flops_by_reg.png
Other sequential cells in the stronger gray, the rest of the logic in the fainter gray.
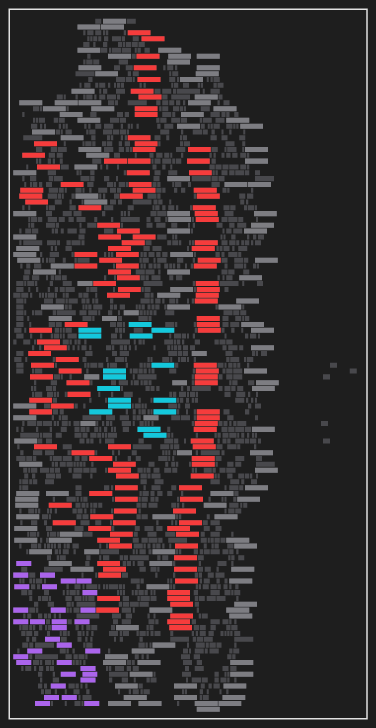
placement_by_type.png
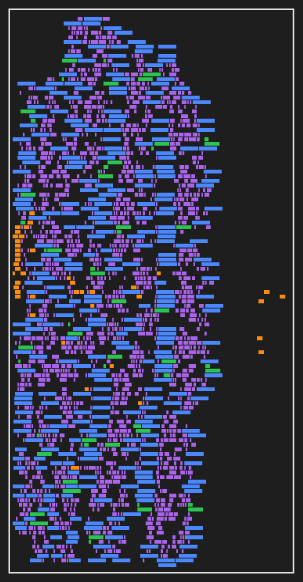
sizes.png
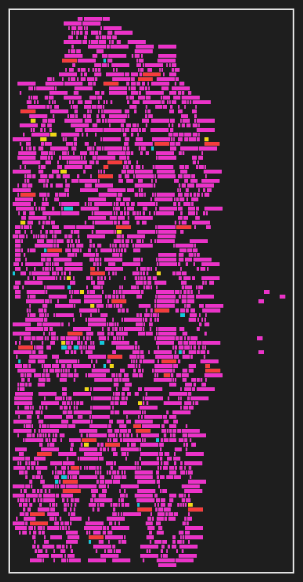
cell_density.png
17 x 33 tiles, from black (low) to pale yellow (high), 0 to 100% covered.
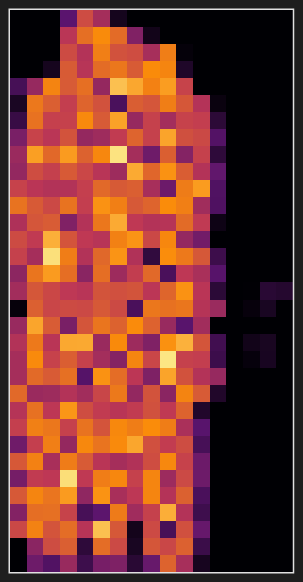
Design led_blink_ctrl, sky130hd; sources not shown.
==> results.txt <==
Figures from the implementation reports.

- Looking at the cell usage after synthesis, the top flip-flop cell is sky130_fd_sc_hd__edfxtp_1.
- The final total power reads 5350 uW.
- The post-layout period usage of the worst path is 83.5%.
- The type of the most critical hold path reads reg -> reg.
- The number of flops mapped to enable cells by yosys reads 272.
- The residual overflow from global routing is 0.
- The proportion of synthesized chip area in sequential cells reads 47.8%.
- Yosys reports that the leading cell type by area covers 43.3% of the netlist area.
- Max fanout on the critical path was recorded as 16.
- The most prevalent standard cell on the critical path is sky130_fd_sc_hd__a21o_1.
- The detailed-route vias per instance reads 5.25.
- The number of placed instances, taps included reads 2539.
- The CTS tree is done.
- The mean post-synth cell area reads 10.1 sq um.
- The most frequent logic cell in the layout reads sky130_fd_sc_hd__nor2_1.
- For this run, the detailed router's first-pass iteration total came to 10.
- Buffers added to address setup during post-CTS repair amount to 0.
- During I/O placement, the number of pins put on the boundary was 34.
- For this block, the via count after detailed routing is 13600.
- The final number of max-transition violations reads 0.
- The routed design uses 24.5 mm of met2 wire.
- The number of antenna violations at the first check in global routing reads 1.
- Setup repair after global routing left no endpoint under its margin.
- The critical path buffer and inverter count is 0.
- The cell at the slowest stage of the critical path reads sky130_fd_sc_hd__or4b_2.
- Per the detail_route log, met3 wirelength is 1.72 mm.
- The number of clock buffers inserted by TritonCTS reads 29.
- The worst clock skew is 0.0121 ns.
- Wires add up to 44.1 mm.
- The tool warning count for the run is 42.
- The flip-flop and latch count after synthesis reads 314.
- The main area contributors are sky130_fd_sc_hd__edfxtp_1 43%, sky130_fd_sc_hd__ha_1 11%, sky130_fd_sc_hd__nor2_1 7.7%, sky130_fd_sc_hd__xnor2_1 6.1%, sky130_fd_sc_hd__xor2_1 5.6%.
- The final count of hold timing violations reads 0.
- The setup slack after placement is 0.918 ns.
- Ranked by instance count, the synthesized netlist is headed by 387 x sky130_fd_sc_hd__nor2_1, 272 x sky130_fd_sc_hd__edfxtp_1, 169 x sky130_fd_sc_hd__ha_1, 131 x sky130_fd_sc_hd__xnor2_1, 122 x sky130_fd_sc_hd__nand2_1.
- The worst max-slew margin expressed relative to the limit is 43.0%.
- The placed wire-length estimate after detailed placement reads 32.8 mm.
- The DRC violation count after routing reads 2.
- Yosys instantiated no cell more often than sky130_fd_sc_hd__nor2_1.
- The total global-route track usage is 16.2%.
- The number of global-route vias before repair is 13900.
- The global routing report lists met1 layer usage as 16.3%.
- The count of cells resized by post-cts repair reads 0.
- The maximum buffer depth of the clock tree reads 3.
- The library cell occupying the most area in the post-synthesis netlist reads sky130_fd_sc_hd__edfxtp_1.
- In the per-layer breakdown of the detailed-route log, met1 shows 16.2 mm.
- The floorplan die area is 0.0549 sq mm.
- The run finished, with violations left.
- The first global-routing pass estimated 70.6 mm of wire.
- The remaining antenna violation count is 0.
- The checks that failed: DRC.
- For this run, the post-layout net count is 2092.
- For the worst-skew pair, the clock arrives at the later sink with an insertion delay of 0.59 ns.
- The smallest hold slack is 0.450 ns.
- According to the timing report, the data required time at the worst endpoint equals 5.99 ns.
- The OpenROAD report gives the critical path a data arrival time of 5.08 ns.
- The top routing layer in use is met4.
- The master cell of the clock root buffer is sky130_fd_sc_hd__clkbuf_16.
- The number of stages on the worst hold path reads 1.
-- flops_by_reg.png (at the start) --
color	netlist name	placed flops
cyan	mode_r	16
red	period_r	128
purple	presc_r	32
not colored	138
Seq/total area: 43.2%
Sequential Power: 2750 uW
Post-Route Utilization: 39.2%
sequential cell area: 0.00901 sq mm

-- placement_by_type.png (at the start) --
color	class	cells	share of their area
orange	remaining buffers and delay cells	42	2.0%
blue	sequential cells	314	45%
purple	combinational and other logic	1512	48%
green	clock drivers and dummy loads	54	4.8%
Final Instance Area: 0.0209 sq mm
Row Count: 120
area of the core: 0.0533 sq mm

-- sizes.png (at the start) --
color	size	cells
magenta	_0 and _1 cells	1849
cyan	_2 cells	18
red	_6 and larger	38
yellow	_3 and _4 cells	17
smallest setup slack after layout: 0.915 ns
Area growth, synth to finish: 10.7%
number of buffers outside the clock class in the layout: 42

-- cell_density.png (at the start) --
nearly empty tiles	30%
fullest tile	95%
tiles over 75% full	6.4%
fp util: 35.4%

-- kinds of logic after synthesis --
| group | share of synthesized area (%) |
|---|---|
| buf+inv | 2.74 |
| mux | 0.106 |
| flops | 47.8 |
| compound gates | 6.22 |
| fa+ha+maj | 11.2 |
| simple gates | 20.3 |
| xor+xnor | 11.7 |
-- area by class of cell --
cell class	instances	area [sq um]	share of cell area [%]
diodes	1	2.50	0.0120
clock buffers	30	739	3.54
clock inverters	24	229	1.10
inverters	85	319	1.53
multi-input cells	1427	9330	44.7
flip-flops and latches	314	9010	43.2
well taps	671	840	4.02
repair buffers	42	400	1.92
-- power breakdown --
group	leakage, uW	internal, uW	switching, uW
clock network	0.000481	1120	961
registers	0.00320	2650	95.5
logic	0.00416	214	309
total	0.00784	3990	1370
Power figures rest on the tool's default switching activity, not on a simulated workload.
